**src/rtl/pc_fetch_seq.sv**
```systemverilog
// Fetch-address sequencer: BOOT -> RUN -> HALT, with one prioritized pending-redirect slot.
// A redirect that arrives while a request waits for fetch_ready is held until the next handshake (or stall cycle).
module pc_fetch_seq #(
  parameter int unsigned    N            = 32,
  parameter logic [N-1:0]   RESET_VECTOR = '0,
  parameter logic [N-1:0]   EXC_VECTOR   = N'(32'h0000_0180),
  parameter int unsigned    INC          = 4
) (
  input  logic         clk,
  input  logic         reset,
  input  logic         stall,
  input  logic         halt,
  input  logic         exception,
  input  logic         jump,
  input  logic [N-1:0] jump_target,
  input  logic         branch_taken,
  input  logic [N-1:0] branch_target,
  input  logic         fetch_ready,
  output logic         fetch_valid,
  output logic [N-1:0] pc,
  output logic [N-1:0] pc_plus_inc,
  output logic         misalign_err,
  output logic         halted
);

  typedef enum logic [1:0] {S_BOOT, S_RUN, S_HALT} state_t;

  localparam logic [N-1:0] INC_V = N'(INC);

  state_t       state_q, state_d;
  logic [N-1:0] pc_q, pc_d;
  logic         pend_vld_q, pend_vld_d;
  logic [1:0]   pend_rank_q, pend_rank_d;
  logic [N-1:0] pend_tgt_q, pend_tgt_d;

  // Rank of this cycle's redirect input: 3 exception, 2 jump, 1 branch, 0 none.
  logic [1:0]   in_rank;
  logic [N-1:0] in_tgt;
  logic         in_mis;
  logic         hs;

  assign pc          = pc_q;
  assign pc_plus_inc = pc_q + INC_V;

  always_comb begin
    in_rank = 2'd0;
    in_tgt  = pc_q;
    in_mis  = 1'b0;
    if (exception) begin
      in_rank = 2'd3;
      in_tgt  = EXC_VECTOR;
    end else if (jump) begin
      in_rank = 2'd2;
      in_mis  = |jump_target[1:0];
      in_tgt  = in_mis ? EXC_VECTOR : jump_target;
    end else if (branch_taken) begin
      in_rank = 2'd1;
      in_mis  = |branch_target[1:0];
      in_tgt  = in_mis ? EXC_VECTOR : branch_target;
    end
  end

  always_comb begin
    state_d      = state_q;
    pc_d         = pc_q;
    pend_vld_d   = pend_vld_q;
    pend_rank_d  = pend_rank_q;
    pend_tgt_d   = pend_tgt_q;
    fetch_valid  = 1'b0;
    halted       = 1'b0;
    misalign_err = 1'b0;
    hs           = 1'b0;

    case (state_q)
      S_BOOT: begin
        pc_d       = RESET_VECTOR;
        pend_vld_d = 1'b0;
        state_d    = S_RUN;
      end

      S_RUN: begin
        fetch_valid = ~stall;
        hs          = ~stall & fetch_ready;
        // A stalled cycle has no request outstanding, so redirects may land at once.
        if (hs || stall) begin
          pend_vld_d   = 1'b0;
          misalign_err = in_mis;
          if (in_rank != 2'd0) begin
            pc_d = in_tgt;
          end else if (pend_vld_q) begin
            pc_d = pend_tgt_q;
          end else if (hs) begin
            pc_d = pc_plus_inc;
          end
        end else if ((in_rank != 2'd0) && (!pend_vld_q || (in_rank >= pend_rank_q))) begin
          pend_vld_d   = 1'b1;
          pend_rank_d  = in_rank;
          pend_tgt_d   = in_tgt;
          misalign_err = in_mis;
        end
        if (halt && !exception) begin
          state_d = S_HALT;
        end
      end

      S_HALT: begin
        halted     = 1'b1;
        pend_vld_d = 1'b0;
        if (exception) begin
          pc_d    = EXC_VECTOR;
          state_d = S_RUN;
        end
      end

      default: begin
        state_d = S_BOOT;
      end
    endcase

    if (reset) begin
      misalign_err = 1'b0;
    end
  end

  always_ff @(posedge clk) begin
    if (reset) begin
      state_q     <= S_BOOT;
      pc_q        <= RESET_VECTOR;
      pend_vld_q  <= 1'b0;
      pend_rank_q <= 2'd0;
      pend_tgt_q  <= '0;
    end else begin
      state_q     <= state_d;
      pc_q        <= pc_d;
      pend_vld_q  <= pend_vld_d;
      pend_rank_q <= pend_rank_d;
      pend_tgt_q  <= pend_tgt_d;
    end
  end

endmodule

```
**config.mk**
```make
export PLATFORM = sky130hd
export DESIGN_NAME = pc_fetch_seq
export DESIGN_NICKNAME = d
export VERILOG_FILES = /design/src/rtl/pc_fetch_seq.sv
export SDC_FILE = /design/constraint.sdc
export NUM_CORES = 1
export LEC_CHECK = 0
export CORE_UTILIZATION = 40
export CTS_BUF_LIST = sky130_fd_sc_hd__clkbuf_16
export DETAILED_ROUTE_END_ITERATION = 10
export GPL_TIMING_DRIVEN = 0
export PLACE_DENSITY = 0.67
export SYNTH_ARGS = -nofsm -noshare
export SYNTH_HDL_FRONTEND = slang
export SYNTH_SLANG_ARGS = --single-unit
```
**constraint.sdc**
```tcl
create_clock -name clk -period 4.1 [get_ports clk]
set_clock_uncertainty 0.2 [all_clocks]
set_input_delay 0.82 -clock clk [delete_from_list [all_inputs] [get_ports clk]]
set_output_delay 0.82 -clock clk [all_outputs]
set_load 0.005 [all_outputs]
```
==> results.txt, run 1 <==
run results: vias in the first global route 5614, post-route ant nets 0, RSZ-0062 raised after global routing false, endpoints failing setup 0, layout cells sized above 1 9.89%, clk ins delay skew pair 350 ps, number of flops mapped to enable cells by yosys 0, root buffer cell clkbuf_16, Critical Path AT 2990 ps, OpenROAD warning count 29, Final period util 97.8%, CTS tree done, Critical Path Sink Type output pin, CP max-delay cell clkdlybuf4s50_1, post-layout util 57.1%, setup tns final 0 ps, cell family with most CP delay simple AND/OR/NAND/NOR gates, Fin. Hold Viols 0, Synth Cell Area 4980 sq um, critical path, cell by cell nand3_2 > buf_2 > nor3_2 > nand4_1 > xnor2_1 > clkdlybuf4s50_1, crit start category flip-flop, sequential area share after synthesis 27.7%, library cells used by synthesis 74, hold buffers post-CTS 0, n_diodes 0, yosys stat chip area 4980 sq um, fin nets 893, 1st-pass router iterations 6, Max-area cell share 27.7%, min-delay src pend_tgt_q[30], DP Cell Count 972, post-route DRC violation count 0, # Max-Cap Violations 0, core region area 12100 sq um, IO Count 139, Avg Synthesized Cell Area 7.46 sq um, ys async rst share 0%, HP Class reg2reg, post-route insts no fill 987, floorplan utilization 41.3%, fillers 1170, Most common reg cell dfxtp_1, critical path buffer and inverter count 2, largest net degree at the start of global routing 20, Die X 114 um, synthesized instance count 668, Clock transition at path regs 50 ps, Max Slew Vio Count 0, Placer Congestion 0.907, most common cell in the netlist nand2_1, max incr delay on CP 530 ps, Die Area 12900 sq um, pre-CTS WS -938 ps, global-route wire length before repair 32400 um, Slew headroom 32.9%, drt via density 6.20, crit-path max FO 10, Design Power 1.94 mW, area leader, netlist dfxtp_1, Pwr Density 281 nW/um^2, Min Hold Slack 247 ps, TritonCTS sink count 69, Yosys Instances 668, number of antenna violations at the first check in global routing 0, CTS Buffer Depth 2, top cell types by occurrence after synthesis nand2_1, dfxtp_1, a21oi_1, fin crit period 4010 ps, Synth flops 69, CTS H-Tree Depth 3, Ys Warns 0, status completed, Floorplan Nets 747, Crit Path Class reg2out, worst r2r src state_q[0], Fmax 249 MHz, DP HPWL 16000 um, biggest area cells dfxtp_1, nand2_1, a21oi_1, a221oi_1, nor2_1, static leakage 2.32 nW, Site Rows 40, critical path startpoint pc[6], required time worst endpoint 3080 ps, Cell Area, Placed 6550 sq um, DRT iter0 DRCs 741, actual slew at the worst max-slew pin 997 ps, grt ovf 0, Inserted Clock Buffers 9, Worst VDD drop 201 uV
==> run 1: state kept, by name (all words and copies together), names as in the netlist <==
register,flops
pend_tgt_q,32
pend_rank_q,2
pc,32
pend_vld_q,1
state_q,2
==> run 1: layout make-up <==
| type | count | area (sq um) | area share (%) |
|---|---|---|---|
| flip-flops and latches | 69 | 1380 | 20.1 |
| multi-input cells | 517 | 3250 | 47.2 |
| clock inverters | 7 | 81.3 | 1.18 |
| plain buffers | 60 | 292 | 4.23 |
| clock buffers | 9 | 225 | 3.27 |
| repair buffers | 139 | 1380 | 20.0 |
| well taps | 168 | 210 | 3.05 |
| inverters | 18 | 71.3 | 1.03 |
==> run 1: layout by cell type, fill, tap and decap left out, types with 8 or more instances in the layout <==
cell type / netlist / routed
a21oi_1: 51 / 51
a221oi_1: 29 / 29
buf_2: 23 / 23
buf_4: 5 / 8
clkbuf_1: 33 / 28
clkbuf_16: 0 / 9
clkdlybuf4s50_1: 0 / 134
dfxtp_1: 69 / 67
inv_1: 17 / 17
nand2_1: 93 / 93
nand2b_1: 8 / 8
nand3_1: 19 / 19
nand4_1: 8 / 8
nor2_1: 50 / 49
nor3_1: 26 / 26
nor4_1: 10 / 10
o211ai_1: 12 / 12
o21ai_0: 22 / 21
or3_1: 21 / 21
or4_1: 12 / 12
xnor2_1: 13 / 13
==> run 1: worst min-delay path: stages (launching register included) <==
cell and delay, ps:
dfxtp_1 300, nand2_1 50, a21oi_1 50
==> run 1: what timing repair did <==
item | 4_1_cts | 5_1_grt
resized | 14 | 3
endpoints found under the setup margin | 27 | 4
setup buffers | 1 | 2
gates cloned | 0 | 0
pin swaps | 2 | 0
==> run 1: logic make-up after synthesis <==
group / after synthesis / synth area share (%)
adders and majority gates: 7 / 1.76
buffers and inverters: 82 / 7.18
xor gates and xnor gates: 21 / 3.84
and+or+nand+nor: 286 / 30.0
DFF: 69 / 27.7
muxes: 8 / 1.63
AOI/OAI and AO/OA: 195 / 27.9
==> run 1: where the power goes <==
part	switching (mW)	internal [mW]
combinational	0.234	0.162
sequential	0.0160	0.685
clock	0.316	0.524
==> run 1: layer usage <==
layer / vias to the layer above / GRT usage (%) / wire, um / part of all wire, %
met5: - / 0 / 0 / 0
met4: 0 / 19.0 / 943 / 4.3
met3: 57 / 6.38 / 2250 / 10
met2: 435 / 52.0 / 9520 / 44
met1: 2827 / 44.1 / 8970 / 41
li1: 2803 / - / - / -
==> run 1: final timing paths <==
path | to | slack (ps) | cells after the start
max | pc_plus_inc[31] | 90 | 6
min | pend_tgt_q[30] | 250 | 2
max reg2reg | pc[27] | 1150 | 8
min reg2reg | pend_tgt_q[30] | 250 | 2
Figure 1. Pin placement (run 1).
Scale: 4 px per um. Pins as bars across the die edge, other pins in grey.
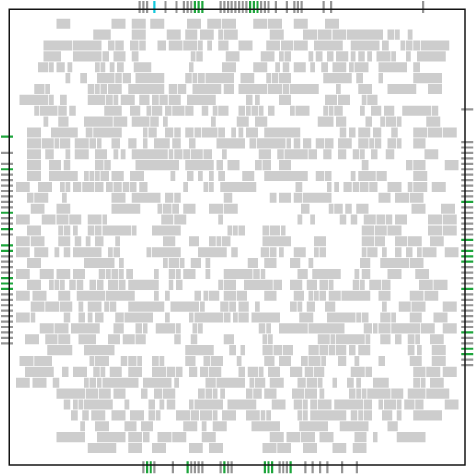
[green] jump_target | pins: 32 | direction: input | edge: 9 left, 9 right, 8 bottom, 6 top
[cyan] misalign_err | pins: 1 | direction: output | edge: top
die span in y: 114 um
IO buf count: 136

Figure 2. Cells by drive strength (run 1).
Scale: 4 px per um.
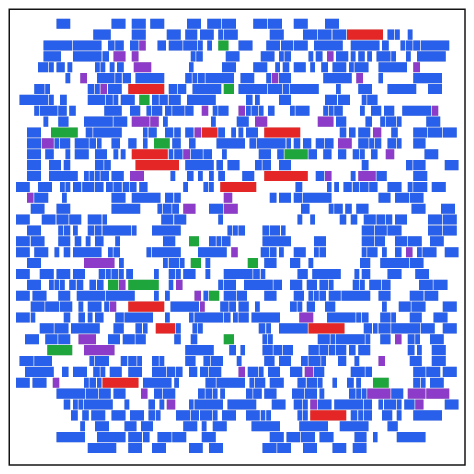
[red] x6 and larger | cells: 13 | share: 1.6%
[purple] x2 | cells: 53 | share: 6.5%
[green] x3 and x4 | cells: 15 | share: 1.8%
[blue] x1 and smaller | cells: 738 | share: 90%
final worst slack: 90.1 ps
design area: 6890 sq um
Non-clock buffers: 199
area grow syn2layout: 38.4%

Figure 3. Metal layers overlaid (run 1).
Scale: 4 px per um. Two of the layers only.
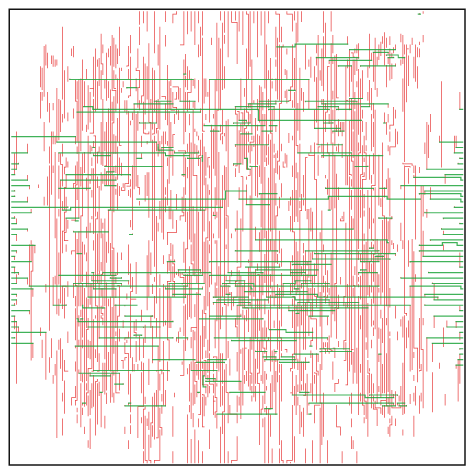
[green] M3 | wire length: 2250 um
[red] M2 | wire length: 9520 um
total number of vias: 6122
drt total wl: 21700 um
total global-route track usage: 33.7%
drt wl/cell: 22.0 um

Figure 4. Placed standard cells (run 1).
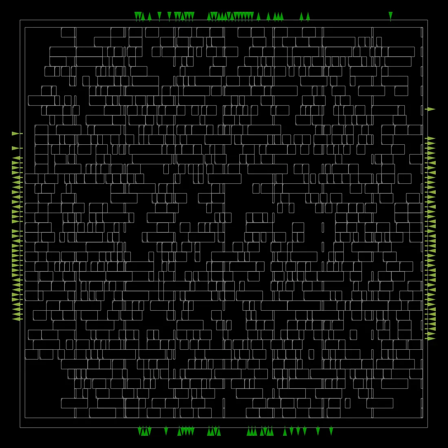

==> run 1 -> run 2 <==
Settings changed: CORE_MARGIN set to 4.
Figure 5. Placed standard cells (run 2).
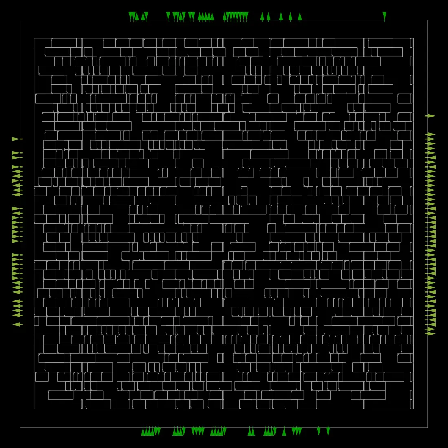
tap cells: 168
post-route insts no fill: 984

Figure 6. Cells by drive strength (run 2).
Scale: 4 px per um.
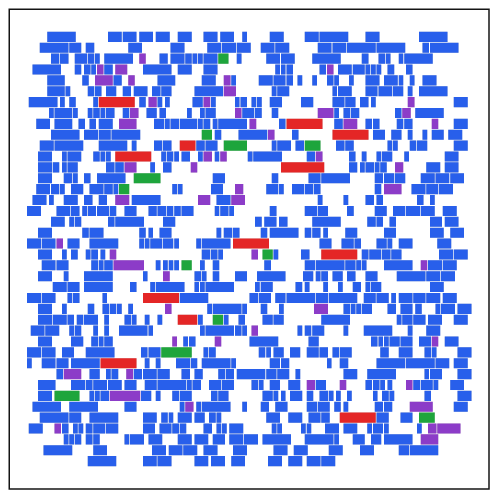
[red] x6 and larger | cells: 12 | share: 1.5%
[blue] x1 and smaller | cells: 737 | share: 90%
[purple] x2 | cells: 55 | share: 6.7%
[green] x3 and x4 | cells: 12 | share: 1.5%
final worst slack: 81.8 ps
design area: 6850 sq um
Non-clock buffers: 196
area grow syn2layout: 37.5%

Figure 7. Pin placement (run 2).
Scale: 4 px per um. Pins as bars across the die edge, other pins in grey.
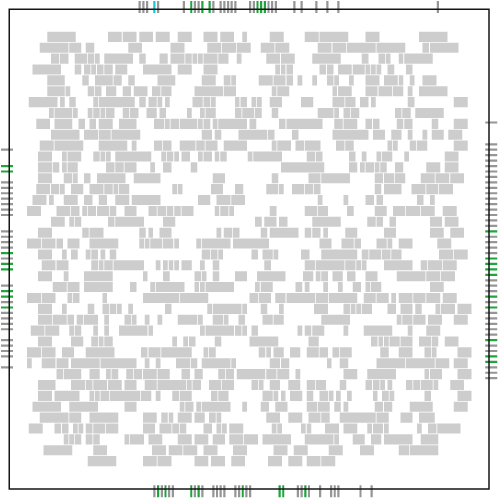
[cyan] misalign_err | pins: 1 | direction: output | edge: top
[green] jump_target | pins: 32 | direction: input | edge: 10 right, 8 bottom, 8 left, 6 top
all pins by edge: 45 right, 32 left, 31 bottom, 31 top
die span in y: 120 um
Die X: 120 um

==> results.txt, run 2 <==
run results: status completed, OpenROAD warning count 29, sw frac 30.4%, total number of vias 6208, endpoints failing setup 0, Worst R2R Setup Slack 1160 ps, most common cell in the netlist nand2_1, drt total wl 23300 um, number of antenna violations at the first check in global routing 0, worst hold stages 2, core region area 12100 sq um, RSZ-0062 raised after global routing false, Min Hold Slack 251 ps, Critical Path AT 3000 ps, actual slew at the worst max-slew pin 894 ps, Min-Delay Endpoint pend_tgt_q[5], fillers 1184, Commonest Layout Cell clkdlybuf4s50_1, IO buf count 136, Crit Path Class reg2out, yosys simple share 30.0%, Max-area cell share 27.7%, Flop pwr share 37.3%, CTS Buffer Depth 2, static leakage 2.30 nW, n_diodes 0, Synth flops 69, Comb gate area 3250 sq um, CTS tree done, reg2reg end pc[17], number of flops mapped to enable cells by yosys 0, HP Class reg2reg, Synth Cell Area 4980 sq um, mux share 1.63%, hold buffers post-CTS 0, root buffer cell clkbuf_16, synthesized instance count 668, post-synthesis xor/xnor area fraction 3.84%, fin nets 890, Slew headroom 39.9%, Avg Synthesized Cell Area 7.46 sq um, Site Rows 40, Most common reg cell dfxtp_1, floorplan utilization 41.1%, TritonCTS sink count 69, drt wl/cell 23.7 um, largest net degree at the start of global routing 20, library cells used by synthesis 74, crit-path max FO 8, CTS H-Tree Depth 3, combinational share of power 21.3%, biggest area cells dfxtp_1, nand2_1, a21oi_1, a221oi_1, nor2_1, Yosys Instances 668, DP HPWL 17100 um, Floorplan Nets 747, Clock power frac 41.4%, Final period util 98.0%, Fin. Hold Viols 0, post-route ant nets 0, Max Slew Vio Count 0, sequential area share after synthesis 27.7%, DRT iter0 DRCs 840, max incr delay on CP 680 ps, Inserted Clock Buffers 9, Main logic family simple AND/OR/NAND/NOR gates, area leader, netlist dfxtp_1, Pwr Density 275 nW/um^2, Die Area 14300 sq um, ys async rst share 0%, register cell area after layout 1380 sq um, FA/HA/MAJ Cells, Area Fraction 1.76%, Critical Path Sink Type output pin, Placer Congestion 0.914, worst r2r src state_q[0], internal power 1.31 mW, layout cells sized above 1 9.68%, P_sw 572 uW, fin crit period 4020 ps, 1st-pass router iterations 6, vias in the first global route 6068, IO Count 139, min-delay src pend_tgt_q[5], grt ovf 0, post-route DRC violation count 0, ao+oa area frac 27.9%, Design Power 1.88 mW, crit start category flip-flop, total global-route track usage 32.1%, critical path, cell by cell nand3_1 > nor4_2 > nand4_1 > xnor2_1 > clkdlybuf4s50_1, most instantiated logic cells after routing clkdlybuf4s50_1, nand2_1, dfxtp_1, global-route wire length before repair 35400 um, Fmax 249 MHz, reg2reg path depth 8, Clock transition at path regs 60 ps, yosys stat chip area 4980 sq um, clk ins delay skew pair 350 ps, top cell types by occurrence after synthesis nand2_1, dfxtp_1, a21oi_1, required time worst endpoint 3080 ps, Worst VDD drop 241 uV, # Max-Cap Violations 0, CP max-delay cell nor4_2, Ys Warns 0, drt via density 6.31
run 2: cell count changes in the layout (fill, tap and decap cells not counted):
cell / before / now
nor2_2: 2 / 4
clkinv_1: 2 / 1
buf_4: 8 / 5
or3_4: 1 / 2
inv_1: 17 / 19
nor2_1: 49 / 48
nor2_4: 1 / 0
bufinv_16: 2 / 1
or3_1: 21 / 20
dlygate4sd2_1: 1 / 0
clkdlybuf4s50_1: 134 / 135
run 2: layer usage:
layer	vias up	wire length, um	global-route usage, %
met5	-	0	0
met4	0	725	12.7
met3	63	2580	6.88
met2	418	10600	51.5
met1	2941	9390	42.1
li1	2786	-	-
run 2: cell families after synthesis:
kind of cell | after synthesis
simple gates | 286
compound gates | 195
buf+inv | 82
mux | 8
fa+ha+maj | 7
xor+xnor | 21
flops | 69
run 2: final cells by class:
cell class | count | share of cell area, %
clock inverters | 7 | 0.859
clock buffers | 9 | 3.29
multi-input cells | 517 | 47.5
plain buffers | 60 | 4.26
inverters | 18 | 0.987
well taps | 168 | 3.07
repair buffers | 136 | 19.8
flip-flops and latches | 69 | 20.2
run 2: per-stage QoR:
stage | utilization (%) | cell area (sq um) | worst slack (ps) | instances | TNS [ps]
2_1_floorplan | - | 4980 | 480 | 668 | 0
3_3_place_gp | 54.1 | 6550 | -780 | 972 | -6550
3_5_place_dp | 54.1 | 6550 | -813 | 972 | -8020
4_1_cts | 56.5 | 6840 | 37.6 | 984 | 0
5_1_grt | 56.5 | 6850 | 23.0 | 984 | 0
6_report | 56.5 | 6850 | 81.8 | 984 | 0
run 2: what timing repair did:
item,in CTS,in global routing
setup endpoints to repair,3,3
cloned,0,0
pin swaps,1,1
gates resized,13,3
buffers inserted,0,0
run 2: power groups by stage:
stage	sequential [mW]	combinational (mW)	clock, mW
finish	0.700	0.401	0.779
global route	0.702	0.424	0.816
CTS	0.700	0.389	0.780
detailed placement	0.714	0.386	0
global placement	0.713	0.383	0
floorplan	0.711	0.194	0
run 2: how the worst max path moves through the flow:
stage / startpoint / endpoint / slack, ps / cells past startpoint
6_report: pc[20] / pc_plus_inc[31] / 80 / 5
5_1_grt: pc[20] / pc_plus_inc[28] / 20 / 6
4_1_cts: pc[3] / pc_plus_inc[22] / 40 / 6
3_5_place_dp: jump / misalign_err / -810 / 11
3_3_place_gp: jump / misalign_err / -780 / 11
2_1_floorplan: branch_taken / misalign_err / 480 / 11
run 2: critical path: cells and delay by family (launching register included):
kind                   cells  cell delay, ps
flip-flops                 1             570
XOR/XNOR                   1             280
AND/OR/NAND/NOR            3            1260
buffers and inverters      1             540
Power and IR drop assume default switching activity.
